## src/rtl/stopwatch_pkg.sv

```systemverilog
`default_nettype none
// ============================================================================
// Module      : stopwatch_pkg
// Description : Shared constants, FSM state type and digit-limit helper for
//               the stopwatch input front-end.
// Revision    : 1.0 - initial release
// ============================================================================
package stopwatch_pkg;

    localparam logic [2:0] SEL_SEC_R = 3'd0;
    localparam logic [2:0] SEL_SEC_L = 3'd1;
    localparam logic [2:0] SEL_MIN_R = 3'd2;
    localparam logic [2:0] SEL_MIN_L = 3'd3;
    localparam logic [2:0] SEL_NONE  = 3'd5;

    localparam logic [3:0] MAX_SEC_L = 4'd5;
    localparam logic [3:0] MAX_DIGIT = 4'd9;

    typedef enum logic [0:0] {
        RUN    = 1'b0,
        ADJUST = 1'b1
    } fsm_state_e;

    // Only the tens-of-seconds digit stops at 5; every other digit runs to 9.
    function automatic logic [3:0] digit_max(input logic [2:0] sel);
        logic [3:0] max_val;
        case (sel)
            SEL_SEC_L:                       max_val = MAX_SEC_L;
            SEL_SEC_R, SEL_MIN_R, SEL_MIN_L: max_val = MAX_DIGIT;
            default:                         max_val = MAX_DIGIT;
        endcase
        return max_val;
    endfunction

endpackage
`default_nettype wire

```

## src/rtl/btn_debounce.sv

```systemverilog
`default_nettype none
// ============================================================================
// Module      : btn_debounce
// Description : Two-flop synchroniser, stability counter and rising-edge
//               press pulse for one raw board input.
// Revision    : 1.0 - initial release
// ============================================================================
module btn_debounce #(
    parameter int DEBOUNCE_CYCLES = 1_000_000,
    parameter int CNT_W           = 20
) (
    input  logic clk,
    input  logic rst_n,
    input  logic raw,
    output logic level,
    output logic press
);

    localparam logic [CNT_W-1:0] c_LAST = CNT_W'(DEBOUNCE_CYCLES - 1);

    logic             r_sync1;
    logic             r_sync2;
    logic [CNT_W-1:0] r_cnt;
    logic             r_level;
    logic             r_press;

    // The counter only runs while the synchronised sample disagrees with the
    // accepted level, so any bounce back restarts the stability window.
    always_ff @(posedge clk or negedge rst_n) begin
        if (!rst_n) begin
            r_sync1 <= 1'b0;
            r_sync2 <= 1'b0;
            r_cnt   <= '0;
            r_level <= 1'b0;
            r_press <= 1'b0;
        end else begin
            r_sync1 <= raw;
            r_sync2 <= r_sync1;
            r_press <= 1'b0;
            if (r_sync2 == r_level) begin
                r_cnt <= '0;
            end else if (r_cnt == c_LAST) begin
                r_cnt   <= '0;
                r_level <= r_sync2;
                r_press <= r_sync2;
            end else begin
                r_cnt <= r_cnt + 1'b1;
            end
        end
    end

    assign level = r_level;
    assign press = r_press;

endmodule
`default_nettype wire

```

## src/rtl/adj_input_ctrl.sv

```systemverilog
`default_nettype none
// ============================================================================
// Module      : adj_input_ctrl
// Description : Stopwatch front-end: debounced pause/reset control and
//               digit-by-digit adjust mode with one-cycle write strobes.
//               Define ADJ_AUTOREPEAT_EN to enable increment auto-repeat.
// Revision    : 1.0 - initial release
// ============================================================================
module adj_input_ctrl
    import stopwatch_pkg::*;
#(
    parameter int DEBOUNCE_CYCLES = 1_000_000,
    parameter int CNT_W           = 20,
    parameter int REPEAT_CYCLES   = 25_000_000
) (
    input  logic       clk,
    input  logic       rst_n,
    input  logic       btn_pause_raw,
    input  logic       btn_reset_raw,
    input  logic       btn_sel_raw,
    input  logic       btn_inc_raw,
    input  logic       sw_adj,
    output logic       paused,
    output logic       rst_cnt,
    output logic       adj,
    output logic [2:0] adj_sel,
    output logic [3:0] adj_val,
    output logic       btn_set_pause
);

`ifdef ADJ_AUTOREPEAT_EN
    localparam logic c_AUTOREPEAT = 1'b1;
`else
    localparam logic c_AUTOREPEAT = 1'b0;
`endif

    localparam int                c_REP_W    = $clog2(REPEAT_CYCLES + 1);
    localparam logic [c_REP_W-1:0] c_REP_LAST = c_REP_W'(REPEAT_CYCLES - 1);

    logic [4:0] w_raw;
    logic [4:0] w_lvl;
    logic [4:0] w_press;

    assign w_raw = {sw_adj, btn_inc_raw, btn_sel_raw, btn_reset_raw, btn_pause_raw};

    for (genvar gi = 0; gi < 5; gi++) begin : g_debounce
        btn_debounce #(
            .DEBOUNCE_CYCLES(DEBOUNCE_CYCLES),
            .CNT_W          (CNT_W)
        ) u_debounce (
            .clk  (clk),
            .rst_n(rst_n),
            .raw  (w_raw[gi]),
            .level(w_lvl[gi]),
            .press(w_press[gi])
        );
    end

    logic w_pause_press;
    logic w_reset_press;
    logic w_sel_press;
    logic w_inc_press;
    logic w_inc_lvl;
    logic w_sw_lvl;
    logic w_unused;

    assign w_pause_press = w_press[0];
    assign w_reset_press = w_press[1];
    assign w_sel_press   = w_press[2];
    assign w_inc_press   = w_press[3];
    assign w_inc_lvl     = w_lvl[3];
    assign w_sw_lvl      = w_lvl[4];
    assign w_unused      = ^{w_lvl[2:0], w_press[4]};

    fsm_state_e   r_state;
    logic         r_paused_q;
    logic         r_rst_cnt;
    logic [2:0]   r_ptr;
    logic [3:0]   r_adj_val;
    logic         r_strobe;
    logic         r_rep_armed;
    logic [c_REP_W-1:0] r_rep_cnt;

    logic w_in_adjust;
    logic w_stay_adjust;
    logic w_rep_hold;
    logic w_repeat;
    logic w_inc_evt;

    assign w_in_adjust   = (r_state == ADJUST);
    assign w_stay_adjust = w_in_adjust && w_sw_lvl;

    // Auto-repeat arms on a real increment press and disarms on release,
    // select, reset or leaving adjust mode.
    assign w_rep_hold = c_AUTOREPEAT && r_rep_armed && w_stay_adjust && w_inc_lvl &&
                        !w_sel_press && !w_reset_press && !w_inc_press;
    assign w_repeat   = w_rep_hold && (r_rep_cnt == c_REP_LAST);
    assign w_inc_evt  = w_inc_press || w_repeat;

    always_ff @(posedge clk or negedge rst_n) begin
        if (!rst_n) begin
            r_rep_armed <= 1'b0;
            r_rep_cnt   <= '0;
        end else begin
            r_rep_armed <= c_AUTOREPEAT && w_stay_adjust && !w_sel_press && !w_reset_press &&
                           (w_inc_press || w_rep_hold);
            if (!w_rep_hold || w_repeat) begin
                r_rep_cnt <= '0;
            end else begin
                r_rep_cnt <= r_rep_cnt + 1'b1;
            end
        end
    end

    always_ff @(posedge clk or negedge rst_n) begin
        if (!rst_n) begin
            r_state    <= RUN;
            r_paused_q <= 1'b0;
            r_rst_cnt  <= 1'b0;
            r_ptr      <= SEL_SEC_R;
            r_adj_val  <= 4'd0;
            r_strobe   <= 1'b0;
        end else begin
            r_rst_cnt <= w_reset_press;
            r_strobe  <= 1'b0;
            case (r_state)
                RUN: begin
                    if (w_sw_lvl) begin
                        r_state   <= ADJUST;
                        r_ptr     <= SEL_SEC_R;
                        r_adj_val <= 4'd0;
                    end else if (w_pause_press) begin
                        r_paused_q <= ~r_paused_q;
                    end
                end
                ADJUST: begin
                    // Priority: leaving adjust, then reset, then select, then increment.
                    if (!w_sw_lvl) begin
                        r_state <= RUN;
                    end else if (w_reset_press) begin
                        r_adj_val <= 4'd0;
                    end else if (w_sel_press) begin
                        r_ptr     <= (r_ptr == SEL_MIN_L) ? SEL_SEC_R : r_ptr + 3'd1;
                        r_adj_val <= 4'd0;
                    end else if (w_inc_evt) begin
                        r_adj_val <= (r_adj_val >= digit_max(r_ptr)) ? 4'd0 : r_adj_val + 4'd1;
                        r_strobe  <= 1'b1;
                    end
                end
                default: r_state <= RUN;
            endcase
        end
    end

    assign paused        = w_in_adjust ? 1'b1 : r_paused_q;
    assign rst_cnt       = r_rst_cnt;
    assign adj           = w_in_adjust;
    assign adj_sel       = w_in_adjust ? r_ptr : SEL_NONE;
    assign adj_val       = r_adj_val;
    assign btn_set_pause = r_strobe;

endmodule
`default_nettype wire

```

## config.mk

```make
export PLATFORM = sky130hd
export DESIGN_NAME = adj_input_ctrl
export DESIGN_NICKNAME = d
export VERILOG_FILES = /design/src/rtl/stopwatch_pkg.sv /design/src/rtl/btn_debounce.sv /design/src/rtl/adj_input_ctrl.sv
export SDC_FILE = /design/constraint.sdc
export NUM_CORES = 1
export LEC_CHECK = 0
export ABC_CLOCK_PERIOD_IN_PS = 4180
export CAP_MARGIN = 20
export CORE_MARGIN = 4
export CORE_UTILIZATION = 30
export CTS_BUF_LIST = sky130_fd_sc_hd__clkbuf_4
export DETAILED_ROUTE_END_ITERATION = 10
export PLACE_DENSITY_LB_ADDON = 0.25
export SLEW_MARGIN = 25
export SYNTH_ARGS = -nofsm -noshare
export SYNTH_HDL_FRONTEND = slang
export SYNTH_HIERARCHICAL = 1
export SYNTH_SLANG_ARGS = --single-unit
```

## constraint.sdc

```tcl
create_clock -name clk -period 4.18 [get_ports clk]
set_clock_uncertainty 0.15 [all_clocks]
set_input_delay 0.418 -clock clk [delete_from_list [all_inputs] [get_ports clk]]
set_output_delay 0.418 -clock clk [all_outputs]
set_load 0.05 [all_outputs]
```

### Selected gate families

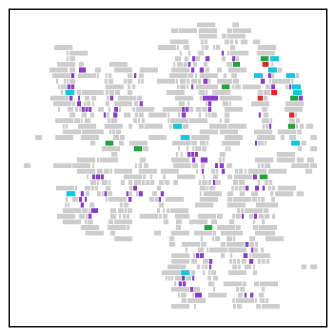
| color | family | cells |
|---|---|---|
| purple | nand cells | 87 |
| green | mux cells | 9 |
| red | non-inverting ao/oa cells | 4 |
| cyan | fa/ha/maj cells | 12 |
Top cell excl fill/tap: dfrtp_1
Non-Filler Instances: 940
logic share of the area: 0.392

### The metal 2 layer

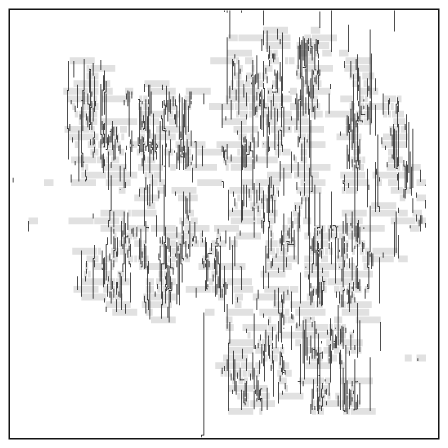
nets with wire on the layer: 555
share of all routed wire: 48%
wire length on this layer: 5570 µm
M2 GR Usage: 0.173
WL final: 11600 µm
vias post-DR: 4500

==> impl_metrics.yaml <==
# physical design summary
cts:
  clock_latency_ps: 530
  clock_sinks: 130
  cts_max_path_buffers: 2
  cts_resized: 0
  cts_buffers: 17
place:
  dp_slack_ps: 1880
  place.gp.congestion: 0.779
  dpl.cell_count: 903
die:
  fp_util: 0.308
  fp.coreArea_um2: 20400
  die_x_um: 153
  die_h_um: 153
  ios: 18
  dieArea_um2: 23300
worst_setup_path:
  r2r_end: "g_debounce[3].u_debounce/r_cnt[18]$_DFF_PN0_"
  critPathLaunch: "adj$_DFF_PN0_"
  ff2ff_path_depth: 5
  r2r-start: "g_debounce[3].u_debounce/r_cnt[0]$_DFF_PN0_"
  max_stage_delay_ps: 710
  reg2reg_slack_ps: 1850
  setup.worst_path.start_class: "flop"
  cpLargestDelayFamily: "buffers and inverters"
  crit_path_top_delay_cell: "clkdlybuf4s50_1"
  cp_num_cells: 2
cells_and_area:
  finalNetCount: 673
  seq_share: 0.453
  area_growth_pct: 14.2
  buffers: 24
  ff_count: 130
  largest-register: "g_debounce.u_debounce/r_cnt"
  buf_share: 0.0355
  nFillCells: 2081
  clock_buffer_count: 18
yosys:
  synth_area_per_cell_um2: 9.93
  synth_cells: 633
global_routing:
  grt_max_degree: 70
  grt_pass1_vias: 4511
detailed_routing:
  first_pass_iters: 4
  ant_nets: 0
  drc: 0
sta:
  fin_crit_sh: 0.623
  fin_ws_ps: 1570
  fmax_ghz: 0.384
  slew_violations: 0
  period_needed_ps: 2610
  hold_slack_ps: 153
run_status:
  outcome: "completed"
hold_path:
  whs_path_depth: 1
flow_run:
  warning_count: 29
-- where the power goes --
part | internal (µW) | switching, µW | total, µW
Clock | 612 | 484 | 1100
Sequential | 1270 | 16.7 | 1290
Combinational | 25.8 | 51.6 | 77.5
Total | 1910 | 552 | 2460
-- routing by layer --
layer,track usage,wire [µm]
met2,0.173,5570
met5,0,0
met4,0.0518,219
met3,0.0247,338
met1,0.133,5490
-- metrics by stage --
stage	total power [µW]	area, µm²
floorplan	1350	6290
global placement	1390	6750
detailed placement	1390	6750
CTS	2510	7150
global route	2580	7180
finish	2460	7180
-- timing repair --
| action | CTS | global route |
|---|---|---|
| hold endpoints to repair | 68 | 0 |
| hold buffers | 1 | 0 |
| buffers inserted | 0 | 0 |
Power figures rest on the tool's default switching activity, not on a simulated workload.
